==> src/rtl/access_return_distributor.sv <==
// Return-path distributor: queues responses from a shared resource and
// presents the head to its requester, dropping it if unacknowledged too long.
module access_return_distributor #(
    parameter int switch_bits = 3,
    parameter int data_width  = 132,
    parameter int fifo_depth  = 4,
    parameter int timeout     = 15
) (
    input  logic                            clk,
    input  logic                            rst,
    input  logic                            in_valid,
    input  logic [switch_bits-1:0]          in_id,
    input  logic [data_width-1:0]           in_data,
    output logic                            in_ready,
    output logic [(1<<switch_bits)-1:0]     out_valid,
    output logic [data_width-1:0]           out_data,
    input  logic [(1<<switch_bits)-1:0]     out_ack,
    output logic                            drop,
    output logic [$clog2(fifo_depth):0]     count
);

    localparam int PW = $clog2(fifo_depth);
    localparam int CW = PW + 1;
    localparam int TW = $clog2(timeout + 1);

    typedef enum logic {
        IDLE,
        PRESENT
    } state_t;

    state_t                 state;
    logic [PW-1:0]          wr_ptr;
    logic [PW-1:0]          rd_ptr;
    logic [TW-1:0]          timer;
    logic [CW-1:0]          count_next;

    logic [switch_bits-1:0] id_mem   [fifo_depth];
    logic [data_width-1:0]  data_mem [fifo_depth];

    logic [switch_bits-1:0] head_id;
    logic [data_width-1:0]  head_data;
    logic                   push;
    logic                   ack_hit;
    logic                   expired;
    logic                   pop;

    assign head_id   = id_mem[rd_ptr];
    assign head_data = data_mem[rd_ptr];

    // No full-queue bypass: a pop in the same cycle does not open a slot.
    assign in_ready = (count < CW'(fifo_depth));
    assign push     = in_valid && in_ready;
    assign ack_hit  = (state == PRESENT) && out_ack[head_id];
    // An ack in the timeout cycle wins over the discard.
    assign expired  = (state == PRESENT) && !ack_hit
                   && (timer == TW'(timeout));
    assign pop      = ack_hit || expired;

    // Occupancy after this edge's push and pop.
    always_comb begin
        count_next = count;
        unique case ({push, pop})
            2'b10:   count_next = count + 1'b1;
            2'b01:   count_next = count - 1'b1;
            default: count_next = count;
        endcase
    end

    // Control FSM: pointers, occupancy, wait timer and drop pulse.
    always_ff @(posedge clk) begin
        if (rst) begin
            state  <= IDLE;
            wr_ptr <= '0;
            rd_ptr <= '0;
            count  <= '0;
            timer  <= '0;
            drop   <= 1'b0;
        end else begin
            if (push)
                wr_ptr <= wr_ptr + 1'b1;
            if (pop)
                rd_ptr <= rd_ptr + 1'b1;
            count <= count_next;
            drop  <= expired;
            state <= (count_next == '0) ? IDLE : PRESENT;
            if (pop || state == IDLE)
                timer <= '0;
            else
                timer <= timer + 1'b1;
        end
    end

    // Queue storage; contents need no reset since pointers gate visibility.
    always_ff @(posedge clk) begin
        if (push && !rst) begin
            id_mem[wr_ptr]   <= in_id;
            data_mem[wr_ptr] <= in_data;
        end
    end

    // Present the head on the shared bus with a one-hot strobe.
    always_comb begin
        out_valid = '0;
        out_data  = '0;
        if (state == PRESENT) begin
            out_valid[head_id] = 1'b1;
            out_data           = head_data;
        end
    end

endmodule

==> config.mk <==
export PLATFORM = sky130hd
export DESIGN_NAME = access_return_distributor
export DESIGN_NICKNAME = d
export VERILOG_FILES = /design/src/rtl/access_return_distributor.sv
export SDC_FILE = /design/constraint.sdc
export NUM_CORES = 1
export LEC_CHECK = 0
export ABC_AREA = 1
export CORE_AREA = 2 2 168 236
export CTS_CLUSTER_DIAMETER = 200
export DETAILED_ROUTE_END_ITERATION = 12
export DIE_AREA = 0 0 170 238
export HOLD_SLACK_MARGIN = 0.06
export PLACE_DENSITY_LB_ADDON = 0.2
export SLEW_MARGIN = 10
export SYNTH_ARGS = -nofsm -noshare
export SYNTH_HDL_FRONTEND = slang
export SYNTH_SLANG_ARGS = --single-unit
==> constraint.sdc <==
create_clock -name clk -period 19.78 [get_ports clk]
set_input_delay 1.978 -clock clk [delete_from_list [all_inputs] [get_ports clk]]
set_output_delay 1.978 -clock clk [all_outputs]
set_load 0.01 [all_outputs]
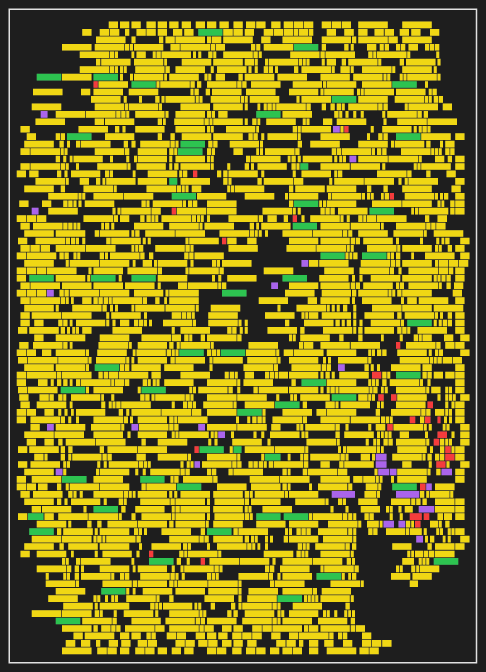
**Above:** run 1 (cell sizes after repair).
legend:
  green:
    size: drive 6 and up
    cells: 55
    share: 2.7%
    most_used: clkbuf_16
  purple:
    size: drive 3 to 4
    cells: 26
    share: 1.3%
    most_used: buf_4
  red:
    size: drive 2
    cells: 28
    share: 1.4%
    most_used: clkinv_2
  yellow:
    size: drive 1 or less
    cells: 1911
    share: 95%
    most_used: nor2_1

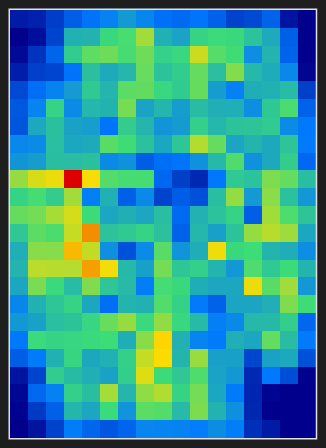
**Above:** run 1 (routed metal per tile).
17 x 24 tiles, from dark blue (low) to red (high), scaled to the fullest tile. Values are wire area over tile area, all layers added.
tiles over half the peak: 22%
mean over tiles: 0.20
emptiest ninth of the die: south-east
nearly empty tiles: 4.2%
densest ninth of the die: west
fullest tile: 0.53

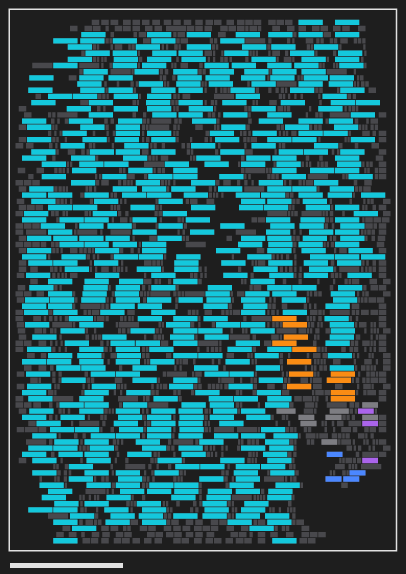
**Above:** run 1 (sequential cells colored by netlist name).
Scale bar: 50 µm. Other sequential cells in the stronger gray, the rest of the logic in the fainter gray.
legend:
  blue:
    signal: timer
    sequential_cells: 4
    where: south-east
  purple:
    signal: count
    sequential_cells: 3
  orange:
    signal: id_mem
    sequential_cells: 12
  cyan:
    signal: data_mem
    sequential_cells: 528
    where: widely spread

==> impl_metrics.ini, run 1 <==
; synthesis and place-and-route metrics
[yosys]
ys_seq_share_pct = 76.2
topCombFamilyByArea = simple AND/OR/NAND/NOR gates
top_cell_area_share_pct = 74.8
edf_count = 540
ys_cells = 1731
synth_cell_type_count = 28
ys_warn_count = 0
yosysChipArea_um2 = 21700
topCellsByArea = edfxtp_1, nor2_1, o21ai_0
xor_area_share_pct = 0.202
syn_inst = 1731
ys_ff = 555
synthMostInstantiatedCell = nor2_1
common_cells = nor2_1, edfxtp_1, o21ai_0
syn_nets = 1884
synthesis.area_um2 = 21700
ff_type = edfxtp_1

[clock_tree]
cts_max_level = 2
postCtsSetupBuffers = 0
clockBufferDepth = 3
root_buffer = clkbuf_16
ctsHoldBuffers = 0
numCtsBuffers = 50
cts_tree = built
post_cts_resized = 0
cts.clk_slew.worst_paths_ns = 0.06

[layout]
mi_logic_area_um2 = 4640
seq_area_um2 = 16500
layout-drive-gt1-share_pct = 5.40
fin_nets = 2136
final_design_area_no_fill_um2 = 26400
final_util_pct = 68.8

[global_routing]
overflow = 0
grt_pass1_wl_um = 74700
antenna_found_initial = 5
grt_max_degree = 154
grt.total_usage_pct = 24.1

[critical_path]
crit_family = buffers and inverters
cp.buffers_inverters = 3
cp.required_ns = 17.80
crit_type = reg2out
cp_max_fo = 102
startpoint_type = register
endpoint_kind = primary output
critPathArrivalTime_ns = 4.71
crit_path_cell_trace = buf_4, buf_4, nor2_1, nor2_1, o21ai_0, a21oi_1, clkdlybuf4s50_1

[drt]
wl_um = 49400
wl_per_cell_um = 19.8
drt_pass1_iterations = 7
vias_per_cell = 5.64
drt-initial-drc-count = 1451
ant_nets = 0
route.detailed.drc = 0

[final_timing]
layout_worst_path_cycle_share_pct = 33.8
relSlewSlack_pct = 21.1
rsz0062_at_grt = false
fmax_ghz = 0.150
finalMaxSlewViolations = 0
setup_tns_ns = 0
setup_violations = 0
fin_crit_ns = 6.68
worstMarginPinSlew_ns = 1.18
fin_hold_ws_ns = 0.450
fin_skew_ns = 0.0215

[power_and_ir_drop]
power_density_nw_per_um2 = 126
finalPower_uw = 3320
p_leak_uw = 0.00882
ir_worst_vdd_mv = 0.115

[floorplanning]
die_width_um = 170
rows = 85
die_h_um = 238
pin_count = 291

[run]
maxCapViolations = 0
warnings = 38

[placement]
post-dp-hpwl_um = 27800
dp_slack_ns = 13.66
gp_congestion = 0.772
post_dp_cell_area_um2 = 24900

[run_status]
outcome = finished clean
[run 1: cell usage in the layout, fill, tap and decap left out, types with 2 or more instances in the layout]
cell,count
clkbuf_16,50
dfxtp_4,2
edfxtp_1,540
clkbuf_1,11
a21oi_1,137
buf_4,14
dfxtp_1,13
ha_1,6
clkdlybuf4s50_1,290
inv_4,2
clkinvlp_4,2
nand3_1,17
nor2_2,4
clkinv_1,11
nor2_1,548
nand2_1,32
xor2_1,4
o21ai_0,207
nand3_2,4
clkinv_2,11
clkinv_8,2
inv_1,29
nor2_4,4
nand2_2,7
inv_6,3
o21ai_1,61
[run 1: worst paths after layout]
kind	start	endpoint	slack, ns	cells after the start
hold reg to reg	timer[0]$_SDFF_PP0_	timer[0]$_SDFF_PP0_	0.45	1
setup reg to reg	register	state$_SDFF_PP0_	14.72	18
hold / removal	timer[0]$_SDFF_PP0_	timer[0]$_SDFF_PP0_	0.45	1
setup / recovery	register	out_data[16]	13.10	7
[run 1: report_power, final]
part	total (µW)	switching [µW]	internal (µW)
Sequential	1440	56.2	1380
Combinational	1020	622	397
Clock	868	402	466
Total	3320	1080	2240
[run 1: flip-flops by register name (all words and copies together) (netlist names), named ones only]
name and flops:
count 3, state 1, data_mem 528, timer 4, rd_ptr 2, wr_ptr 2
id_mem 12, drop 1
[run 1: area by class of cell]
cell class | instances | share of cell area (%)
repair buffers | 304 | 11.4
diodes | 1 | 0.00949
inverters | 33 | 0.508
clock inverters | 28 | 0.612
clock buffers | 61 | 4.90
flip-flops and latches | 555 | 62.7
well taps | 478 | 2.27
multi-input cells | 1039 | 17.6
[run 1: per-layer routing]
metal	part of all wire, %	track usage, %	vias to the layer above
met5	0.14	0	-
met4	2.6	7.90	10
met3	7.3	4.46	90
met2	50	41.5	524
met1	39	31.0	6854
li1	-	-	6604
==> run 2, diff against run 1 <==
Settings changed: CORE_AREA 2 2 168 236 to 2 2 171 240, DIE_AREA 0 0 170 238 to 0 0 173 242.
Clock period 19.78 ns to 7 ns, I/O delays scaled along.
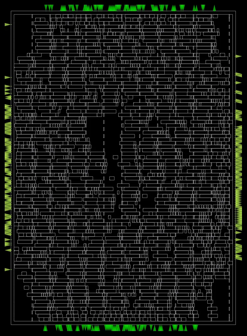
**Above:** run 2 (cell outlines without signal wires).
num rows: 87
flop share of the area: 62.2%
Placeable Area: 39800 µm²

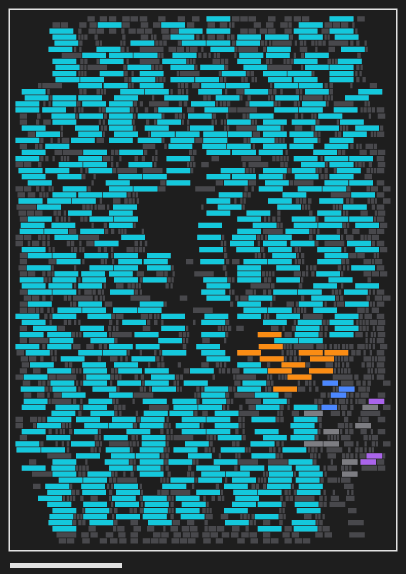
**Above:** run 2 (sequential cells colored by netlist name).
Scale bar: 50 µm. Other sequential cells in the stronger gray, the rest of the logic in the fainter gray.
legend:
  cyan:
    signal: data_mem
    sequential_cells: 528
    where: widely spread
  orange:
    signal: id_mem
    sequential_cells: 12
  blue:
    signal: timer
    sequential_cells: 4
  purple:
    signal: count
    sequential_cells: 3

==> run 2 against run 1 <==
Effect of this change: synthesized cell count is the same; sequential cell count is the same; final cell count rose by 2.0%; via count fell by 0.65%; routed wire length down 0.47%; sequential power rose to 2.8 times the previous value; sequential share of layout area fell by 0.44 points; cell area is 0.71% higher; critical path depth decreased by 2; first-iteration DRC count shrank 6.3%; die area is 3.5% higher; critical path type unchanged; highest routed layer unchanged.
==> impl_metrics.ini, run 2 <==
; synthesis and place-and-route metrics
[run_status]
outcome = finished clean

[layout]
clkCellAreaFrac_pct = 5.76
final_cell_mix = nor2_1, edfxtp_1, clkdlybuf4s50_1, o21ai_0, a21oi_1
largest_reg_flops = 528
buffers = 300
final_util_pct = 66.6
clock_buffers = 64
layout-drive-gt1-share_pct = 5.02
regMostFlops = data_mem
final-nonclk-buf-share_pct = 11.5
inverters = 33
comb_share_pct = 17.5
final_design_area_no_fill_um2 = 26500
top_regs = data_mem: 528 flops, id_mem: 12 flops, timer: 4 flops
mi_logic_area_um2 = 4640
lay_top_count = nor2_1
fin_nets = 2133
seq_area_um2 = 16500
dominant-cell-class = flip-flops and latches
nMultiInputCombCells = 1039
num_antenna_cells = 5
flops = 555

[final_timing]
rsz0062_at_grt = false
worstMarginPinSlew_ns = 1.14
setup_violations = 0
layout_worst_path_cycle_share_pct = 70.8
fin_skew_ns = 0.0188
finalMaxSlewViolations = 0
setup_tns_ns = 0
fin_crit_ns = 4.96
relSlewSlack_pct = 23.8
fmax_ghz = 0.202

[drt]
wl_per_cell_um = 19.3
drt-initial-drc-count = 1359
route.detailed.drc = 0
drt_pass1_iterations = 5
vias_per_cell = 5.49
ant_nets = 0

[yosys]
syn_nets = 1884
topCombFamilyByArea = simple AND/OR/NAND/NOR gates
edf_count = 540
top_cell_area_share_pct = 74.8
synthesis.area_um2 = 21700
ys_cells = 1731
common_cells = nor2_1, edfxtp_1, o21ai_0
ys_ff = 555
ff_type = edfxtp_1
syn_inst = 1731
topCellsByArea = edfxtp_1, nor2_1, o21ai_0
synth_top_cell_by_area = edfxtp_1
yosysChipArea_um2 = 21700
ys_warn_count = 0
synthMostInstantiatedCell = nor2_1
ys_seq_share_pct = 76.2

[critical_path]
reg2reg_slack_ns = 3.03
startpoint_type = register
ff2ff_path_depth = 19
endpoint_kind = primary output
crit_family = buffers and inverters
r2r-end = state$_SDFF_PP0_
crit_type = reg2out
crit_end = out_data[39]
crit_path_cell_trace = inv_6, buf_4, o21ai_0, a21oi_1, clkdlybuf4s50_1
cp.buffers_inverters = 3
critPathArrivalTime_ns = 4.26
crit_cells = 5
cp.required_ns = 6.30
cp_max_fo = 163

[placement]
gp_congestion = 0.779
dp_slack_ns = 2.60
post-dp-hpwl_um = 25500
post_dp_cell_area_um2 = 25000

[power_and_ir_drop]
finalPower_uw = 9530
p_leak_uw = 0.00885
power_density_nw_per_um2 = 359
ir_worst_vdd_mv = 0.361

[run]
warnings = 51
maxCapViolations = 0

[global_routing]
grt_pass1_wl_um = 75300
grt.total_usage_pct = 22.9
grt_max_degree = 205
overflow = 0
antenna_found_initial = 8

[floorplanning]
die_width_um = 173
die_h_um = 242
taps = 534

[clock_tree]
cts_max_level = 2
post_cts_resized = 0
root_buffer = clkbuf_16
clockBufferDepth = 3
cts_tree = built
numCtsBuffers = 51
postCtsSetupBuffers = 0
cts.clk_slew.worst_paths_ns = 0.07
-- run 2: cell counts after synthesis --
Identical to the previous run, type by type.
-- run 2: power breakdown --
group	total (µW)	internal (µW)	leakage [µW]	switching (µW)
registers	4020	3900	0.00503	126
logic	2920	1130	0.00307	1790
clock network	2590	1460	0.000746	1120
total	9530	6490	0.00885	3040
-- run 2: metal layers --
metal	up-vias	share of wire [%]	global-route usage [%]
met5	-	0.11	0
met4	8	2.5	7.65
met3	90	8.1	5.18
met2	526	50	39.0
met1	6770	39	29.3
li1	6597	-	-
-- run 2: worst min path at each step --
stage | cells past startpoint | end | slack [ns] | start
2_1_floorplan | 1 | timer[0]$_SDFF_PP0_ | 0.42 | timer[0]$_SDFF_PP0_
3_3_place_gp | 1 | timer[0]$_SDFF_PP0_ | 0.43 | timer[0]$_SDFF_PP0_
3_5_place_dp | 1 | timer[0]$_SDFF_PP0_ | 0.44 | timer[0]$_SDFF_PP0_
4_1_cts | 1 | timer[0]$_SDFF_PP0_ | 0.45 | timer[0]$_SDFF_PP0_
5_1_grt | 1 | timer[0]$_SDFF_PP0_ | 0.48 | timer[0]$_SDFF_PP0_
6_report | 1 | timer[0]$_SDFF_PP0_ | 0.45 | timer[0]$_SDFF_PP0_
-- run 2: kinds of logic (layout without fill, tap and decap cells) --
kind of cell / after synthesis / after routing
other: 0 / 5
adders and majority gates: 7 / 7
DFF: 555 / 555
xor gates and xnor gates: 5 / 5
AOI/OAI and AO/OA: 407 / 407
buffers and inverters: 137 / 416
and+or+nand+nor: 620 / 620
Power figures rest on the tool's default switching activity, not on a simulated workload.
